**src/rtl/approx_add_sched_pkg.sv**
```systemverilog
// Shared types and helpers for the time-shared speculative-carry adder.
package approx_add_sched_pkg;

    localparam int DW    = 16;
    localparam int SPLIT = 8;

    typedef enum logic [1:0] {
        IDLE,
        CALC,
        FIX,
        RESP
    } state_e;

    // The high byte is computed assuming carry-in equals A[0]; a mispredict is when the real low-byte carry differs.
    function automatic logic mispredict(input logic [DW-1:0] a, input logic [DW-1:0] b);
        logic [SPLIT:0] sl;
        sl = {1'b0, a[SPLIT-1:0]} + {1'b0, b[SPLIT-1:0]};
        return sl[SPLIT] != a[0];
    endfunction

endpackage

```
**src/rtl/approx_add_sched_if.sv**
```systemverilog
// Request/response bundle between the requester lanes and the shared adder.
interface approx_add_sched_if #(
    parameter int NREQ = 4
);
    import approx_add_sched_pkg::*;

    localparam int IDW = (NREQ > 1) ? $clog2(NREQ) : 1;

    logic [NREQ-1:0]    req_valid;
    logic [NREQ-1:0]    req_ready;
    logic [DW*NREQ-1:0] req_a;
    logic [DW*NREQ-1:0] req_b;
    logic [NREQ-1:0]    req_exact;
    logic               rsp_valid;
    logic               rsp_ready;
    logic [DW-1:0]      rsp_sum;
    logic [IDW-1:0]     rsp_id;
    logic               rsp_corrected;
    logic               rsp_err;

    modport master (
        output req_valid, req_a, req_b, req_exact, rsp_ready,
        input  req_ready, rsp_valid, rsp_sum, rsp_id, rsp_corrected, rsp_err
    );

    modport slave (
        input  req_valid, req_a, req_b, req_exact, rsp_ready,
        output req_ready, rsp_valid, rsp_sum, rsp_id, rsp_corrected, rsp_err
    );

endinterface

```
**src/rtl/approx_add_sched_dp.sv**
```systemverilog
// Combinational speculative-carry adder: approximate sum, carry-corrected high byte and mispredict flag.
module approx_add_sched_dp
    import approx_add_sched_pkg::*;
(
    input  logic [DW-1:0]    a,
    input  logic [DW-1:0]    b,
    output logic [DW-1:0]    sum_apx,
    output logic [SPLIT-1:0] hi_fix,
    output logic             m
);

    logic [SPLIT:0]   sl;
    logic [SPLIT-1:0] sh;
    logic             c;

    always_comb begin
        sl      = {1'b0, a[SPLIT-1:0]} + {1'b0, b[SPLIT-1:0]};
        c       = sl[SPLIT];
        sh      = a[DW-1:SPLIT] + b[DW-1:SPLIT] + {{(SPLIT-1){1'b0}}, a[0]};
        hi_fix  = a[DW-1:SPLIT] + b[DW-1:SPLIT] + {{(SPLIT-1){1'b0}}, c};
        sum_apx = {sh, sl[SPLIT-1:0]};
        m       = mispredict(a, b);
    end

endmodule

```
**src/rtl/approx_add_sched.sv**
```systemverilog
// Round-robin scheduler sharing one speculative-carry adder among NREQ lanes,
// with optional exact-mode correction and a saturating mispredict counter.
module approx_add_sched
    import approx_add_sched_pkg::*;
#(
    parameter int NREQ = 4,
    parameter int CNTW = 16
) (
    input  logic                clk,
    input  logic                rst_n,
    approx_add_sched_if.slave   bus,
    output logic [CNTW-1:0]     err_cnt,
    input  logic                cnt_clr,
    output logic                busy
);

    localparam int IDW = (NREQ > 1) ? $clog2(NREQ) : 1;

    state_e          state_q, state_d;
    logic [IDW-1:0]  rr_q, rr_d;
    logic [IDW-1:0]  id_q, id_d;
    logic [DW-1:0]   a_q, a_d;
    logic [DW-1:0]   b_q, b_d;
    logic            exact_q, exact_d;
    logic [DW-1:0]   sum_q, sum_d;
    logic            m_q, m_d;
    logic [CNTW-1:0] cnt_q, cnt_d;

    logic [IDW-1:0]  gnt_idx;
    logic [IDW-1:0]  cand;
    logic            gnt_any;

    logic [DW-1:0]    dp_sum;
    logic [SPLIT-1:0] dp_hi;
    logic             dp_m;

    approx_add_sched_dp u_dp (
        .a       (a_q),
        .b       (b_q),
        .sum_apx (dp_sum),
        .hi_fix  (dp_hi),
        .m       (dp_m)
    );

    // Scan upward from rr_q, wrapping, for the first valid requester.
    always_comb begin
        gnt_any = 1'b0;
        gnt_idx = '0;
        cand    = '0;
        for (int unsigned off = 0; off < NREQ; off++) begin
            cand = IDW'((32'(rr_q) + off) % NREQ);
            if (!gnt_any && bus.req_valid[cand]) begin
                gnt_any = 1'b1;
                gnt_idx = cand;
            end
        end
    end

    always_comb begin
        bus.req_ready = '0;
        if (rst_n && state_q == IDLE && gnt_any) begin
            bus.req_ready[gnt_idx] = 1'b1;
        end
    end

    always_comb begin
        state_d = state_q;
        rr_d    = rr_q;
        id_d    = id_q;
        a_d     = a_q;
        b_d     = b_q;
        exact_d = exact_q;
        sum_d   = sum_q;
        m_d     = m_q;
        cnt_d   = cnt_q;

        unique case (state_q)
            IDLE: begin
                if (gnt_any) begin
                    rr_d    = (32'(gnt_idx) == NREQ - 1) ? '0 : gnt_idx + 1'b1;
                    id_d    = gnt_idx;
                    a_d     = bus.req_a[DW*gnt_idx +: DW];
                    b_d     = bus.req_b[DW*gnt_idx +: DW];
                    exact_d = bus.req_exact[gnt_idx];
                    state_d = CALC;
                end
            end
            CALC: begin
                sum_d   = dp_sum;
                m_d     = dp_m;
                state_d = (exact_q && dp_m) ? FIX : RESP;
            end
            FIX: begin
                sum_d   = {dp_hi, sum_q[SPLIT-1:0]};
                state_d = RESP;
            end
            RESP: begin
                if (bus.rsp_ready) begin
                    state_d = IDLE;
                end
            end
            default: state_d = IDLE;
        endcase

        // Clear wins over a same-cycle increment.
        if (cnt_clr) begin
            cnt_d = '0;
        end else if (state_q == CALC && dp_m && cnt_q != '1) begin
            cnt_d = cnt_q + 1'b1;
        end
    end

    always_ff @(posedge clk or negedge rst_n) begin
        if (!rst_n) begin
            state_q <= IDLE;
            rr_q    <= '0;
            id_q    <= '0;
            a_q     <= '0;
            b_q     <= '0;
            exact_q <= 1'b0;
            sum_q   <= '0;
            m_q     <= 1'b0;
            cnt_q   <= '0;
        end else begin
            state_q <= state_d;
            rr_q    <= rr_d;
            id_q    <= id_d;
            a_q     <= a_d;
            b_q     <= b_d;
            exact_q <= exact_d;
            sum_q   <= sum_d;
            m_q     <= m_d;
            cnt_q   <= cnt_d;
        end
    end

    always_comb begin
        bus.rsp_valid     = (state_q == RESP);
        bus.rsp_sum       = sum_q;
        bus.rsp_id        = id_q;
        bus.rsp_corrected = (state_q == RESP) && exact_q && m_q;
        bus.rsp_err       = (state_q == RESP) && !exact_q && m_q;
        busy              = (state_q != IDLE);
        err_cnt           = cnt_q;
    end

endmodule

```
**src/flat_wrapper.sv**
```systemverilog
// flat-port wrapper written by rule: the top's interface ports become plain ports
module approx_add_sched_flat import approx_add_sched_pkg::*;
#(
    parameter int NREQ = 4,
    parameter int CNTW = 16
)
  (clk, rst_n, err_cnt, cnt_clr, busy, bus_req_valid, bus_req_a, bus_req_b, bus_req_exact, bus_rsp_ready, bus_req_ready, bus_rsp_valid, bus_rsp_sum, bus_rsp_id, bus_rsp_corrected, bus_rsp_err);
  approx_add_sched_if #(.NREQ(NREQ)) bus_i ();
  input  logic clk;
  input  logic rst_n;
  output logic [CNTW-1:0] err_cnt;
  input  logic cnt_clr;
  output logic busy;
  input wire logic [$bits(bus_i.req_valid)-1:0] bus_req_valid;
  input wire logic [$bits(bus_i.req_a)-1:0] bus_req_a;
  input wire logic [$bits(bus_i.req_b)-1:0] bus_req_b;
  input wire logic [$bits(bus_i.req_exact)-1:0] bus_req_exact;
  input wire logic [$bits(bus_i.rsp_ready)-1:0] bus_rsp_ready;
  output wire logic [$bits(bus_i.req_ready)-1:0] bus_req_ready;
  output wire logic [$bits(bus_i.rsp_valid)-1:0] bus_rsp_valid;
  output wire logic [$bits(bus_i.rsp_sum)-1:0] bus_rsp_sum;
  output wire logic [$bits(bus_i.rsp_id)-1:0] bus_rsp_id;
  output wire logic [$bits(bus_i.rsp_corrected)-1:0] bus_rsp_corrected;
  output wire logic [$bits(bus_i.rsp_err)-1:0] bus_rsp_err;
  assign bus_i.req_valid = bus_req_valid;
  assign bus_i.req_a = bus_req_a;
  assign bus_i.req_b = bus_req_b;
  assign bus_i.req_exact = bus_req_exact;
  assign bus_i.rsp_ready = bus_rsp_ready;
  assign bus_req_ready = bus_i.req_ready;
  assign bus_rsp_valid = bus_i.rsp_valid;
  assign bus_rsp_sum = bus_i.rsp_sum;
  assign bus_rsp_id = bus_i.rsp_id;
  assign bus_rsp_corrected = bus_i.rsp_corrected;
  assign bus_rsp_err = bus_i.rsp_err;
  approx_add_sched #(.NREQ(NREQ), .CNTW(CNTW)) u_core (.clk(clk), .rst_n(rst_n), .bus(bus_i), .err_cnt(err_cnt), .cnt_clr(cnt_clr), .busy(busy));
endmodule
```
**config.mk**
```make
export PLATFORM = sky130hd
export DESIGN_NAME = approx_add_sched_flat
export DESIGN_NICKNAME = d
export VERILOG_FILES = /design/src/rtl/approx_add_sched_pkg.sv /design/src/rtl/approx_add_sched_if.sv /design/src/rtl/approx_add_sched_dp.sv /design/src/rtl/approx_add_sched.sv /design/src/flat_wrapper.sv
export SDC_FILE = /design/constraint.sdc
export NUM_CORES = 1
export LEC_CHECK = 0
export CAP_MARGIN = 20
export CORE_UTILIZATION = 49
export CTS_CLUSTER_SIZE = 30
export DETAILED_ROUTE_END_ITERATION = 12
export PLACE_DENSITY = 0.87
export SLEW_MARGIN = 25
export SYNTH_ARGS = -nofsm -noshare
export SYNTH_HDL_FRONTEND = slang
export SYNTH_SLANG_ARGS = --single-unit
```
**constraint.sdc**
```tcl
create_clock -name clk -period 9.59 [get_ports clk]
set_input_delay 1.4385 -clock clk [delete_from_list [all_inputs] [get_ports clk]]
set_output_delay 1.4385 -clock clk [all_outputs]
set_load 0.03 [all_outputs]
```
==> impl_metrics.ini <==
; synthesis and place-and-route metrics
[run_status]
status = complete, no violations

[yosys]
ys_seq_frac = 0.363
top_area_cell = dfrtp_1
synth_area_um2 = 4960
yosysMostFrequentCell = nor2_1
area_leaders = dfrtp_1, nor2_1, nand2_1
ys_area_um2 = 4960
fp_nets = 816
ys_types = 53
synth_top_area_share = 0.363
ys_cells = 646
top_cells_by_count = nor2_1, nand2_1, o21ai_0
edf_count = 0
flop_cell = dfrtp_1
async_flop_share = 1.00
numSynthFlops = 72

[placed_design]
dpl.hpwl_um = 11100
preCtsSetupSlack_ps = 3440
dp.cells = 928

[power_and_ir_drop]
power_mw = 2.06
clkPwrFrac = 0.128
p_int_mw = 1.13
cellPowerDensity_nw_per_um2 = 293
p_comb_frac = 0.620
seq_power_mw = 0.519
ir_drop_mv = 0.147

[worst_setup_path]
setup.worst_path.end = bus_req_ready[1]
r2r-start = u_core.a_q[0]$_DFFE_PN0P_
ff2ff_path_depth = 14
critPathArrivalTime_ps = 4980
crit_top_cell = clkdlybuf4s50_1
crit_cells = 9
cpPeakStageDelay_ps = 850
cp_max_fo = 69
cpLargestDelayFamily = buffers and inverters

[grt]
met2_usage = 0.486
grt_pass1_vias = 4615
grt-ovfl-total = 0
grt_first_pass_wirelength_um = 22400
grt_busiest_layer = met2
grt_max_degree = 77

[timing]
slew_headroom = 0.390
grt_setup_unrepaired = false
report.final.slew_viol_count = 0
fin_worst_skew_ps = 10.6
fmax_ghz = 0.156
fin_crit_ps = 6420
finalSetupViolations = 0
hold_ws_ps = 492
worst_pin_slew_ps = 914

[cells_and_area]
flop-count = 72
dominant_cells = multi-input combinational cells
final_cells = 944
inverters = 13
buffer_area_frac = 0.259
layout_top_cells = clkdlybuf4s50_1, nor2_1, nand2_1
clk_share = 0.0312
fin_util = 0.721
nets = 976
fillers = 760
final-comb-area_um2 = 2990

[clock_network]
tritoncts = built
worstSkewPairLatency_ps = 350
cts_sinks = 72
clockBufferDepth = 2
cts-root-buf = clkbuf_8
cts_resized = 0

[floorplan]
pin_count = 182
rows = 36
coreArea_um2 = 9770

[routing]
drc_errors = 0
vias_per_cell = 5.39
drtAntennaViolNets = 0
dr.pass1.iters = 5

[min_path]
min_from = u_core.bus.rsp_id[0]$_DFFE_PN0P_
hold_depth = 1
holdPathEnd = u_core.bus.rsp_id[0]$_DFFE_PN0P_
-- cell families (layout without fill, tap and decap cells) --
| family | after synthesis | after routing | share of synthesized area |
|---|---|---|---|
| XOR/XNOR | 19 | 19 | 0.0335 |
| buffers and inverters | 47 | 212 | 0.0391 |
| AND/OR/NAND/NOR | 329 | 329 | 0.285 |
| flip-flops | 72 | 72 | 0.363 |
| multiplexers | 22 | 22 | 0.0517 |
| AND-OR/OR-AND | 127 | 127 | 0.149 |
| adder cells (fa/ha/maj) | 30 | 30 | 0.0787 |
-- metal layers --
metal  part of all wire  wire, um
met1               0.42      6010
met2               0.50      7160
met3              0.063       896
met4              0.018       257
met5                  0         0
Cell sizes after repair:
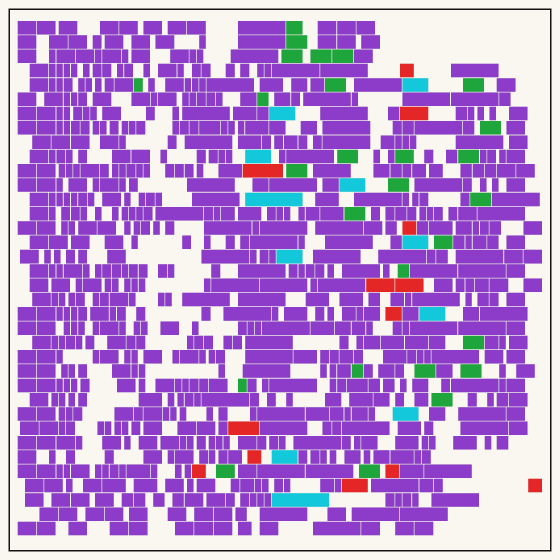
_3 and _4 cells: drawn in red, cells 13. _0 and _1 cells: drawn in purple, cells 760. _6 and larger: drawn in cyan, cells 11. _2 cells: drawn in green, cells 27.
Signal buffers: 183
post-route design area: 7050 um2
Setup WS post-layout: 3170 ps

Wiring by layer:
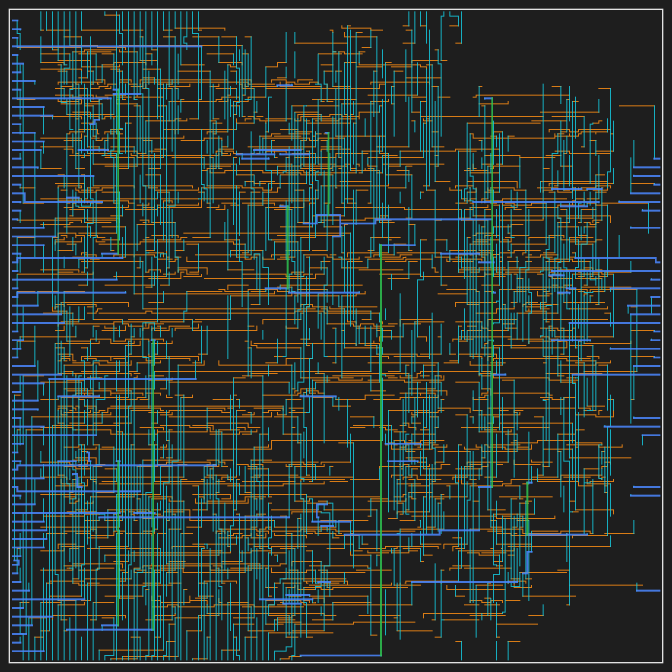
metal 4: drawn in green, wire length 257 um. metal 2: drawn in cyan, wire length 7,160 um. metal 1: drawn in orange, wire length 6,010 um. metal 3: drawn in blue, wire length 897 um.
Vias: 5,090
drt total wl: 14,300 um
WL per Instance: 15.2 um
gr usage total: 0.278

